--- src/rtl/r88_intseq.sv ---
// r88_intseq -- interrupt / reset service sequencer.
//
// Halts the core, pushes the return PC (and optionally the flags) onto the
// stack, fetches the 16-bit service vector little-endian, and hands the new
// PC (and adjusted SP) back to the core with one-cycle load pulses.
//
// Build option: define R88_FLAG_PUSH_EN to include the PUSH_F state, which
// stacks flagsCur as a third byte (SP then drops by 3 instead of 2).
//
// Memory handshake (memReq/memAck):
//   In a memory state memReq is 1 and memAddr/memWData/memWrite are held
//   constant. The access completes in the cycle where memAck=1; the FSM
//   moves to the next state on the following rising edge, with read data
//   taken from memRData in that same cycle. memAck seen while memReq=0 is
//   ignored. A resetReq assertion abandons the access on the next edge
//   without waiting for memAck.
module r88_intseq (
  input  logic        sysClock,
  input  logic        resetReq,
  input  logic        nmiReq,
  input  logic        irq,
  input  logic        irqEn,
  input  logic        instrDone,
  input  logic [15:0] pcCur,
  input  logic [15:0] spCur,
  input  logic [7:0]  flagsCur,
  output logic        memReq,
  output logic        memWrite,
  output logic [15:0] memAddr,
  output logic [7:0]  memWData,
  input  logic [7:0]  memRData,
  input  logic        memAck,
  output logic        coreHalt,
  output logic        pcLoad,
  output logic [15:0] pcNew,
  output logic        spLoad,
  output logic [15:0] spNew,
  output logic        irqDisable,
  output logic [1:0]  svcCause,
  output logic [2:0]  stateDbg
);

  typedef enum logic [2:0] {
    RST    = 3'd0,
    IDLE   = 3'd1,
    PUSH_H = 3'd2,
    PUSH_L = 3'd3,
`ifdef R88_FLAG_PUSH_EN
    PUSH_F = 3'd4,
`endif
    VEC_L  = 3'd5,
    VEC_H  = 3'd6,
    DONE   = 3'd7
  } state_t;

  localparam logic [1:0] CAUSE_NONE = 2'b00;
  localparam logic [1:0] CAUSE_RST  = 2'b01;
  localparam logic [1:0] CAUSE_NMI  = 2'b10;
  localparam logic [1:0] CAUSE_IRQ  = 2'b11;

  localparam logic [15:0] VEC_NMI = 16'hFFFA;
  localparam logic [15:0] VEC_RST = 16'hFFFC;
  localparam logic [15:0] VEC_IRQ = 16'hFFFE;

  // Bytes stacked per NMI/IRQ service; the core's SP moves down by this much.
`ifdef R88_FLAG_PUSH_EN
  localparam logic [15:0] SP_DROP = 16'd3;
`else
  localparam logic [15:0] SP_DROP = 16'd2;
  // flagsCur is only stacked when the flag push is built in.
  logic unused_flags;
  assign unused_flags = ^flagsCur;
`endif

  state_t      state_q, state_d;
  logic        nmi_prev_q;
  logic        nmi_pend_q, nmi_pend_d;
  logic [1:0]  cause_q, cause_d;
  logic [15:0] vec_q, vec_d;
  logic [15:0] ret_pc_q, ret_pc_d;
  logic [15:0] pc_new_q, pc_new_d;
  logic        nmi_edge;

  // A rising NMI edge is the 0->1 transition against last cycle's sample.
  always_comb begin
    nmi_edge = nmiReq & ~nmi_prev_q;
  end

  // State and capture registers; reset wins over everything, including an
  // access that is still waiting for memAck.
  always_ff @(posedge sysClock) begin
    if (resetReq) begin
      state_q    <= RST;
      nmi_prev_q <= 1'b0;
      nmi_pend_q <= 1'b0;
      cause_q    <= CAUSE_NONE;
      vec_q      <= 16'h0000;
      ret_pc_q   <= 16'h0000;
      pc_new_q   <= 16'h0000;
    end else begin
      state_q    <= state_d;
      nmi_prev_q <= nmiReq;
      nmi_pend_q <= nmi_pend_d;
      cause_q    <= cause_d;
      vec_q      <= vec_d;
      ret_pc_q   <= ret_pc_d;
      pc_new_q   <= pc_new_d;
    end
  end

  // Next-state logic: service selection in IDLE, access sequencing elsewhere.
  always_comb begin
    state_d    = state_q;
    nmi_pend_d = nmi_pend_q | nmi_edge;
    cause_d    = cause_q;
    vec_d      = vec_q;
    ret_pc_d   = ret_pc_q;
    pc_new_d   = pc_new_q;

    case (state_q)
      RST: begin
        // Only reached here with resetReq low: fetch the reset vector directly.
        cause_d = CAUSE_RST;
        vec_d   = VEC_RST;
        state_d = VEC_L;
      end

      IDLE: begin
        if (instrDone) begin
          if (nmi_pend_q) begin
            // A fresh edge arriving this very cycle stays pending.
            nmi_pend_d = nmi_edge;
            cause_d    = CAUSE_NMI;
            vec_d      = VEC_NMI;
            ret_pc_d   = pcCur;
            state_d    = PUSH_H;
          end else if (irq && irqEn) begin
            cause_d  = CAUSE_IRQ;
            vec_d    = VEC_IRQ;
            ret_pc_d = pcCur;
            state_d  = PUSH_H;
          end
        end
      end

      PUSH_H: begin
        if (memAck) begin
          state_d = PUSH_L;
        end
      end

      PUSH_L: begin
        if (memAck) begin
`ifdef R88_FLAG_PUSH_EN
          state_d = PUSH_F;
`else
          state_d = VEC_L;
`endif
        end
      end

`ifdef R88_FLAG_PUSH_EN
      PUSH_F: begin
        if (memAck) begin
          state_d = VEC_L;
        end
      end
`endif

      VEC_L: begin
        if (memAck) begin
          pc_new_d[7:0] = memRData;
          state_d       = VEC_H;
        end
      end

      VEC_H: begin
        if (memAck) begin
          pc_new_d[15:8] = memRData;
          state_d        = DONE;
        end
      end

      DONE: begin
        cause_d = CAUSE_NONE;
        state_d = IDLE;
      end

      default: begin
        state_d = RST;
      end
    endcase
  end

  // Outputs decoded from the current state; memory fields are stable for
  // the whole time a state waits on memAck.
  always_comb begin
    memReq     = 1'b0;
    memWrite   = 1'b0;
    memAddr    = 16'h0000;
    memWData   = 8'h00;
    pcLoad     = 1'b0;
    spLoad     = 1'b0;
    spNew      = 16'h0000;
    irqDisable = 1'b0;
    coreHalt   = (state_q != IDLE);

    case (state_q)
      PUSH_H: begin
        memReq   = 1'b1;
        memWrite = 1'b1;
        memAddr  = spCur;
        memWData = ret_pc_q[15:8];
      end

      PUSH_L: begin
        memReq   = 1'b1;
        memWrite = 1'b1;
        memAddr  = spCur - 16'd1;
        memWData = ret_pc_q[7:0];
      end

`ifdef R88_FLAG_PUSH_EN
      PUSH_F: begin
        memReq   = 1'b1;
        memWrite = 1'b1;
        memAddr  = spCur - 16'd2;
        memWData = flagsCur;
      end
`endif

      VEC_L: begin
        memReq  = 1'b1;
        memAddr = vec_q;
      end

      VEC_H: begin
        memReq  = 1'b1;
        memAddr = vec_q + 16'd1;
      end

      DONE: begin
        pcLoad = 1'b1;
        // Reset service leaves SP and the interrupt mask to the core.
        if (cause_q != CAUSE_RST) begin
          spLoad     = 1'b1;
          spNew      = spCur - SP_DROP;
          irqDisable = 1'b1;
        end
      end

      default: begin
      end
    endcase
  end

  assign pcNew    = pc_new_q;
  assign svcCause = cause_q;
  assign stateDbg = state_q;

endmodule

--- config.mk ---
export PLATFORM = sky130hd
export DESIGN_NAME = r88_intseq
export DESIGN_NICKNAME = d
export VERILOG_FILES = /design/src/rtl/r88_intseq.sv
export SDC_FILE = /design/constraint.sdc
export NUM_CORES = 1
export LEC_CHECK = 0
export CAP_MARGIN = 0
export CORE_ASPECT_RATIO = 0.7
export CORE_UTILIZATION = 30
export CTS_CLUSTER_SIZE = 30
export DETAILED_ROUTE_END_ITERATION = 8
export GPL_TIMING_DRIVEN = 0
export HOLD_SLACK_MARGIN = 0.1
export PLACE_DENSITY = 0.67
export SETUP_SLACK_MARGIN = 0.1
export SLEW_MARGIN = 20
export SYNTH_ARGS = -nofsm -noshare
export SYNTH_HDL_FRONTEND = slang
export SYNTH_SLANG_ARGS = --single-unit
export TNS_END_PERCENT = 20
--- constraint.sdc ---
create_clock -name sysClock -period 2.9 [get_ports sysClock]
set_clock_uncertainty 0.15 [all_clocks]
set_input_delay 0.435 -clock sysClock [delete_from_list [all_inputs] [get_ports sysClock]]
set_output_delay 0.435 -clock sysClock [all_outputs]
set_load 0.05 [all_outputs]
**Cell area per tile**

The bar under the picture is 20 um long. The die is cut into 11 by 8 equal tiles; black is low, pale yellow is high, 0 to 100% covered.
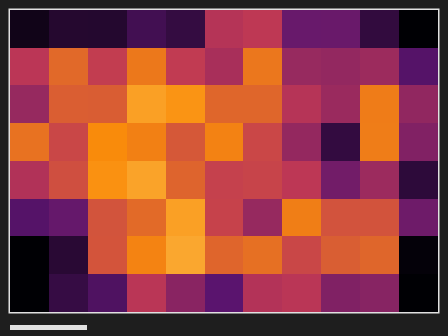
mean over tiles: 46%
fullest tile: 81%
tiles over 75% full: 6.8%
nearly empty tiles: 5.7%
floorplan utilization: 0.315
CORE AREA: 7970 sq um

**Track usage over the die**

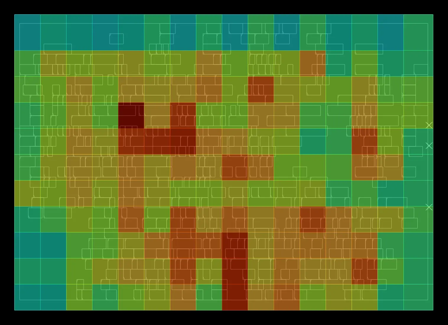
M3 GR Usage: 0.0525
grt peak-use layer: met2
WL/cell: 16.4 um
gr usage total: 0.212

==> power breakdown <==
group	switching, mW	internal (mW)	leakage (nW)
Combinational	0.569	0.292	1.07
Clock	0.211	0.424	0.0829
Sequential	0.0370	0.620	0.342
==> per-stage QoR <==
step / setup WS, ns / cells / area [sq um] / utilization / hold slack, ns
5_1_grt: 0.00287 / 574 / 4110 / 0.516 / 0.328
6_report: 0.0577 / 574 / 4110 / 0.516 / 0.302
2_1_floorplan: -0.179 / 346 / 2570 / - / 0.286
4_1_cts: 0.0199 / 570 / 4060 / 0.510 / 0.307
3_5_place_dp: -1.18 / 556 / 3790 / 0.475 / 0.299
3_3_place_gp: -1.21 / 556 / 3790 / 0.475 / 0.292
==> metal layers <==
layer  share of wire  routed length, um  vias up  track usage
met4          0.0067                 63        0       0.0432
met2            0.44               4180      109        0.336
met3           0.068                640        7       0.0525
met1            0.48               4540     1416        0.290
li1                -                  -     1440            -
met5               0                  0        -            0
==> repair_timing <==
item                       4_1_cts  5_1_grt
cloned                           0        0
pin swaps                        5        4
hold endpoints to repair         0        0
buffers inserted                 7        4
gates resized                  195       15
setup endpoints to repair       44       38
==> worst max path at each step <==
| stage | from | end | slack (ns) | cells after the start |
|---|---|---|---|---|
| after global routing | spCur[2] | spNew[14] | 0.003 | 6 |
| final | spCur[5] | memAddr[8] | 0.06 | 7 |
| after floorplan | spCur[5] | memAddr[7] | -0.18 | 5 |
| after CTS | spCur[2] | spNew[14] | 0.02 | 6 |
| after global placement | spCur[6] | memAddr[15] | -1.21 | 6 |
| after detailed placement | spCur[6] | memAddr[15] | -1.18 | 6 |
==> worst max-delay path: cells and delay by family <==
family,cells,cell delay [ns]
buffers and inverters,3,0.80
and+or+nand+nor,2,0.73
AOI/OAI and AO/OA,1,0.18
xor gates and xnor gates,1,0.10
==> GITHUB_STEP_SUMMARY <==
## Implementation flow summary

| Metric | Value |
|---|---|
| Hold path depth | 2 |
| Peak supply drop | approximately 240 uV |
| Bufs w/o clock | 144 |
| Die height | 78.5 um |
| Tool warnings | 38 |
| Clk pin slew, worst setup/hold paths | 0.05 ns |
| Critical path arrival | 2.26 ns |
| Detail Placement HPWL | 6980 um |
| Failing checks | DRC |
| Tap Cells | 101 |
| Top cells by area | dfxtp_1 33%, nand2_1 11%, a21oi_1 8.0%, xor2_1 5.2%, nor2_1 5.1% |
| Synthesized cell area | 2510 sq um |
| Post-synth top cells | 75 x nand2_1, 42 x dfxtp_1, 40 x a21oi_1 |
| Layout cells sized above 1 | 0.226 |
| # clk buffers | 6 |
| Top-count cell post-synth | nand2_1 |
| Status | finished with violations |
| Remaining DRCs | 6 |
| Number of enable flip-flop cells | 0 |
| WHS Endpoint | pcNew[3] |
| Critical path peak fanout | 4 |
| Sequential fraction of the synthesis area | 0.335 |
| Reg2reg end | pcNew[5] |
| Layout Nets | about 530 |
| Max-area cell class | combinational gates |
| Logic area | between 1500 and 2000 sq um |
| Reg-to-reg slack, setup | 0.56 ns |
| Pwr Total | 2.15 mW |
| P&R area growth vs syn | 63.7% |
| Cell count in the Yosys report | between 300 and 400 |
| Largest area contributor in the netlist | dfxtp_1 |
| Avg Inst Size Synth | 7.26 sq um |
| And+or+nand+nor area frac | 0.299 |
| First-pass GRT wire length | 14600 um |
| Clock network area share | 0.0411 |
| Comb/total area | 0.413 |
Power and IR drop assume default switching activity.
